### Metal 1

The bar under the picture is 100 um long. Supply wires on this layer in gray.
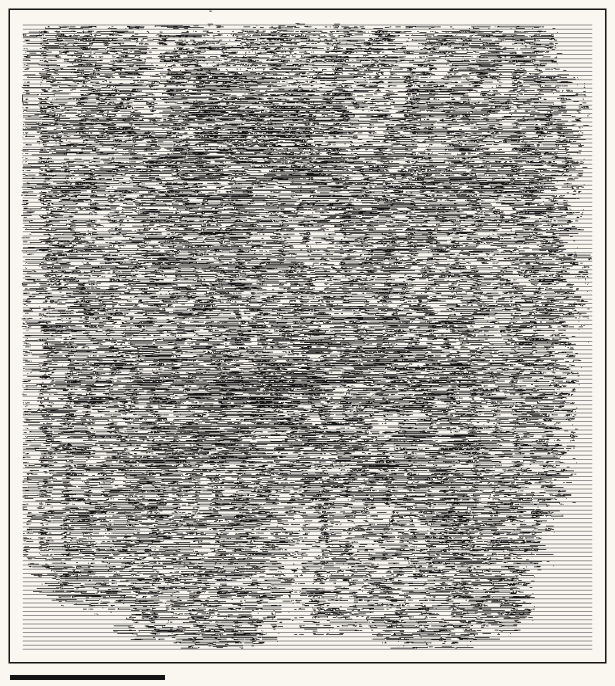
### Signal wires on met2

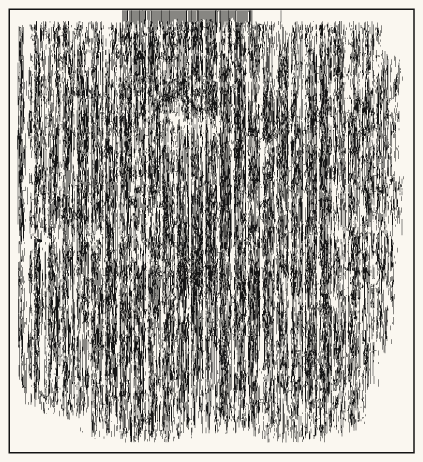
## config.mk

```make
export PLATFORM = sky130hd
export DESIGN_NAME = dmem_ctrl
export DESIGN_NICKNAME = d
export VERILOG_FILES = /design/src/rtl/mem_pkg.sv /design/src/rtl/dmem_lane_ram.sv /design/src/rtl/dmem_ctrl.sv
export SDC_FILE = /design/constraint.sdc
export NUM_CORES = 2
export LEC_CHECK = 0
export ABC_AREA = 1
export CAP_MARGIN = 5
export CORE_ASPECT_RATIO = 1.1
export CORE_MARGIN = 8
export CORE_UTILIZATION = 60
export CTS_CLUSTER_SIZE = 8
export DETAILED_ROUTE_END_ITERATION = 7
export GPL_ROUTABILITY_DRIVEN = 0
export PLACE_DENSITY_LB_ADDON = 0.08
export SLEW_MARGIN = 20
export SYNTH_ARGS = -nofsm -noshare
export SYNTH_HDL_FRONTEND = slang
export SYNTH_SLANG_ARGS = --single-unit
```

## constraint.sdc

```tcl
create_clock -name clk -period 5.8 [get_ports clk]
set_input_delay 1.16 -clock clk [delete_from_list [all_inputs] [get_ports clk]]
set_output_delay 1.16 -clock clk [all_outputs]
set_load 0.01 [all_outputs]
```

## src/rtl/mem_pkg.sv

```systemverilog
// Shared encodings, request struct and byte-strobe helper for the data memory controller.
package mem_pkg;

  localparam int NUM_LANES = 4;
  localparam int LANE_W    = 8;

  localparam logic [1:0] SZ_BYTE = 2'b00;
  localparam logic [1:0] SZ_HALF = 2'b01;
  localparam logic [1:0] SZ_WORD = 2'b10;

  typedef enum logic [1:0] {ST_IDLE, ST_WAIT, ST_DONE} dm_state_e;

  typedef struct packed {
    logic        we;
    logic [1:0]  size;
    logic        sgn;
    logic [31:0] addr;
    logic [31:0] wdata;
  } dm_req_t;

  function automatic logic [NUM_LANES-1:0] lane_mask(input logic [1:0] size,
                                                     input logic [1:0] a);
    case (size)
      SZ_BYTE: lane_mask = 4'b0001 << a;
      SZ_HALF: lane_mask = a[1] ? 4'b1100 : 4'b0011;
      SZ_WORD: lane_mask = 4'b1111;
      default: lane_mask = 4'b0000;
    endcase
  endfunction

endpackage

```

## src/rtl/dmem_lane_ram.sv

```systemverilog
// Word-organised data RAM with per-byte write strobes, async read, sync write.
module dmem_lane_ram
  import mem_pkg::*;
#(
  parameter int    DEPTH_WORDS = 64,
  parameter string INIT_FILE   = "",
  parameter int    AW          = $clog2(DEPTH_WORDS)
) (
  input  logic                 clk,
  input  logic                 we,
  input  logic [NUM_LANES-1:0] be,
  input  logic [AW-1:0]        waddr,
  input  logic [31:0]          wdata,
  input  logic [AW-1:0]        raddr,
  output logic [31:0]          rdata
);

  logic [NUM_LANES-1:0][LANE_W-1:0] mem [DEPTH_WORDS];

  always_ff @(posedge clk) begin
    if (we) begin
      for (int l = 0; l < NUM_LANES; l++)
        if (be[l]) mem[waddr][l] <= wdata[l*LANE_W +: LANE_W];
    end
  end

  assign rdata = mem[raddr];

endmodule

```

## src/rtl/dmem_ctrl.sv

```systemverilog
// Data memory controller: sized/extended loads and stores, wait states with stall,
// one memory-mapped output register and fault detection.
module dmem_ctrl
  import mem_pkg::*;
#(
  parameter int          DEPTH_WORDS = 64,
  parameter int          WAIT_STATES = 1,
  parameter logic [31:0] MMIO_ADDR   = 32'h0000_FFFC,
  parameter string       INIT_FILE   = ""
) (
  input  logic        clk,
  input  logic        reset,
  input  logic        req_valid,
  input  logic        req_we,
  input  logic [1:0]  req_size,
  input  logic        req_signed,
  input  logic [31:0] req_addr,
  input  logic [31:0] req_wdata,
  output logic [31:0] rdata,
  output logic        stall,
  output logic        fault,
  output logic [31:0] mmio_out
);

  localparam int AW = $clog2(DEPTH_WORDS);
  localparam int CW = 4;
  localparam bit ZERO_WS = (WAIT_STATES == 0);

  dm_state_e state;
  logic [CW-1:0] cnt;
  dm_req_t req_in, req_q, cur;
  logic [NUM_LANES-1:0][LANE_W-1:0] mmio_q;

  assign req_in = '{we: req_we, size: req_size, sgn: req_signed,
                    addr: req_addr, wdata: req_wdata};
  // The request is captured on acceptance so completion does not depend on the core
  // keeping req_* stable.
  assign cur = (state == ST_IDLE) ? req_in : req_q;

  logic mis, bad_sz, in_mmio, in_rng, bad, accept, complete, cur_mmio;
  assign mis     = (req_in.size == SZ_HALF && req_in.addr[0]) ||
                   (req_in.size == SZ_WORD && req_in.addr[1:0] != 2'b00);
  assign bad_sz  = (req_in.size == 2'b11);
  assign in_mmio = (req_in.addr[31:2] == MMIO_ADDR[31:2]);
  assign in_rng  = ({2'b00, req_in.addr[31:2]} < 32'(DEPTH_WORDS));
  assign bad     = mis || bad_sz || (!in_mmio && !in_rng);

  assign accept   = (state == ST_IDLE) && req_valid && !bad;
  assign complete = (ZERO_WS && accept) || (state == ST_DONE);
  assign cur_mmio = (cur.addr[31:2] == MMIO_ADDR[31:2]);

  assign fault = (state == ST_IDLE) && req_valid && bad;
  assign stall = (state == ST_IDLE) ? (accept && !ZERO_WS) : (state == ST_WAIT);

  logic [NUM_LANES-1:0] be;
  logic [31:0] wsh, ram_rdata, src, sh, ld_val;
  logic ram_we;

  assign be     = lane_mask(cur.size, cur.addr[1:0]);
  assign wsh    = cur.wdata << {cur.addr[1:0], 3'b000};
  assign ram_we = complete && cur.we && !cur_mmio && !reset;

  dmem_lane_ram #(.DEPTH_WORDS(DEPTH_WORDS), .INIT_FILE(INIT_FILE), .AW(AW)) u_ram (
    .clk   (clk),
    .we    (ram_we),
    .be    (be),
    .waddr (cur.addr[AW+1:2]),
    .wdata (wsh),
    .raddr (cur.addr[AW+1:2]),
    .rdata (ram_rdata)
  );

  assign mmio_out = mmio_q;
  assign src = cur_mmio ? mmio_q : ram_rdata;
  assign sh  = src >> {cur.addr[1:0], 3'b000};

  always_comb begin
    case (cur.size)
      SZ_BYTE: ld_val = {{24{cur.sgn & sh[7]}},  sh[7:0]};
      SZ_HALF: ld_val = {{16{cur.sgn & sh[15]}}, sh[15:0]};
      default: ld_val = src;
    endcase
  end

  assign rdata = (complete && !cur.we) ? ld_val : 32'h0;

  // Accept counts as the first stalled cycle, so WAIT runs WAIT_STATES-1 cycles.
  always_ff @(posedge clk) begin
    if (reset) begin
      state  <= ST_IDLE;
      cnt    <= '0;
      req_q  <= '0;
      mmio_q <= '0;
    end else begin
      case (state)
        ST_IDLE: if (accept && !ZERO_WS) begin
          req_q <= req_in;
          cnt   <= CW'(WAIT_STATES - 1);
          state <= (WAIT_STATES == 1) ? ST_DONE : ST_WAIT;
        end
        ST_WAIT: begin
          cnt <= cnt - 1'b1;
          if (cnt == CW'(1)) state <= ST_DONE;
        end
        default: state <= ST_IDLE;
      endcase
      if (complete && cur.we && cur_mmio) begin
        for (int l = 0; l < NUM_LANES; l++)
          if (be[l]) mmio_q[l] <= wsh[l*LANE_W +: LANE_W];
      end
    end
  end

endmodule

```

==> metrics.cfg <==
[layout]
largest_class=registers
n_all_buffers=883
stdcell_area_um2=107000
lay_top_count=nand2_1
fin_nets=8953
drive_above_1_share_pct=13.98
inv_count=405
logic_gates=5125
finish.utilization_pct=72.41
comb_share_pct=21.11
sh_seq_area_pct=59.37
area_growth_syn_to_layout_pct=19.95
flops=2149
antenna_cells_inserted=18
layout.cells.non_filler=10885
top_register=u_ram.mem

[route]
drc=0
first_pass_iters=8
routed_via_density=6.053
wl_met1_um=100200
top_layer_used=met5
wl_met3_um=32210

[synthesis]
flop_cell=edfxtp_1
adder_share_pct=0
ys_warn_count=0
yosysMostFrequentCell=nand2_1
ys_sh_mux_pct=0
netlist_instances=8128
simple_gate_share_pct=17.63
ys_top_cells_by_count=nand2_1, edfxtp_1, nor2_1
edf_count=2048
synth_flops=2149
netlist.top_cell.by_area=edfxtp_1
yosysCellCount=8128
postSynthSeqShare_pct=71.21

[power]
peakVddDrop_uv=361.9
swShare_pct=21.99
p_seq_share_pct=48.2
power_uw=35510
clkPwrFrac_pct=44.9
p_clk_uw=16000
powerDensity_nw_per_um2=331.9
power.internal_uw=27710
p_seq_uw=17100
powerComb_uw=2440

[place]
port_buffers=136
dpl.hpwl_um=181300
dpl.cell_count=10475

[die]
fp_util_pct=60.36
die-area_um2=161300
pin_count=137
rows=148
tap_cells=1950
die_x_um=383.6

[worst_setup_path]
crit_chain=dlygate4sd2_1 -> inv_1 -> nand2_1 -> nand2_8 -> bufbuf_16 -> bufbuf_16 -> nor2_1 -> o21ai_1 -> nand2_1 -> nand2_1 -> nand2_1 -> nand2_1 -> nand2_1 -> nor2_2 -> nand3_1 -> buf_4 -> nand3_1 -> o211ai_1 -> a21oi_4 -> clkdlybuf4s50_1
cp_num_buf_inv=6
cp.depth=20
reg2reg_from=state[1]
critical_path.max_fanout=13
cp-end-kind=output pin
slowest_delay_ns=0.57
critical_path_class=in -> out
worst_path_most_repeated_cell=nand2_1
critPathRequiredTime_ns=4.64
critPathTopFamily=buffers and inverters
critical_path_arrival_ns=4.68

[hold_path]
min_from=req_q[22]
holdPathStages=2
worstHoldEndpoint=req_q[22]

[clocking]
clk_path_buf_depth=4
cts_resized=81
hold_buffers=0
h-tree-depth=5
tritoncts=done
cts_root_buffer=clkbuf_16
path_clk_slew_ns=0.05

[global_route]
busiest_layer=met2
grt_first_pass_wirelength_um=413600
grt_usage_pct=34.83
grt_pass1_vias=63916
grt_remaining_overflow=0
met3_usage_pct=8.737

[final_timing]
worst_pin_slew_ns=1.247
fin_skew_ns=0.06750
fmax_mhz=171.3
min_period_ns=5.838
rsz0062_at_grt=true
setup_violations=1
worst_slack_ns=-0.03757
relSlewSlack_pct=16.85
period_used_pct=100.6

[status]
violations=setup timing
status=finished, violations left

Back to the opening pictures, 'Metal 1':
main direction: horizontal
share of all routed wire: 35%
nets with wire on the layer: 8,508
via count: 65,891
GRT met1 Usage: 43.36%
final wirelength: 286,600 um

Back to the opening pictures, 'Signal wires on met2':
share of all routed wire: 46%
longest straight run: 141 um
nets with wire on the layer: 6,907
M2 GR Usage: 53.77%

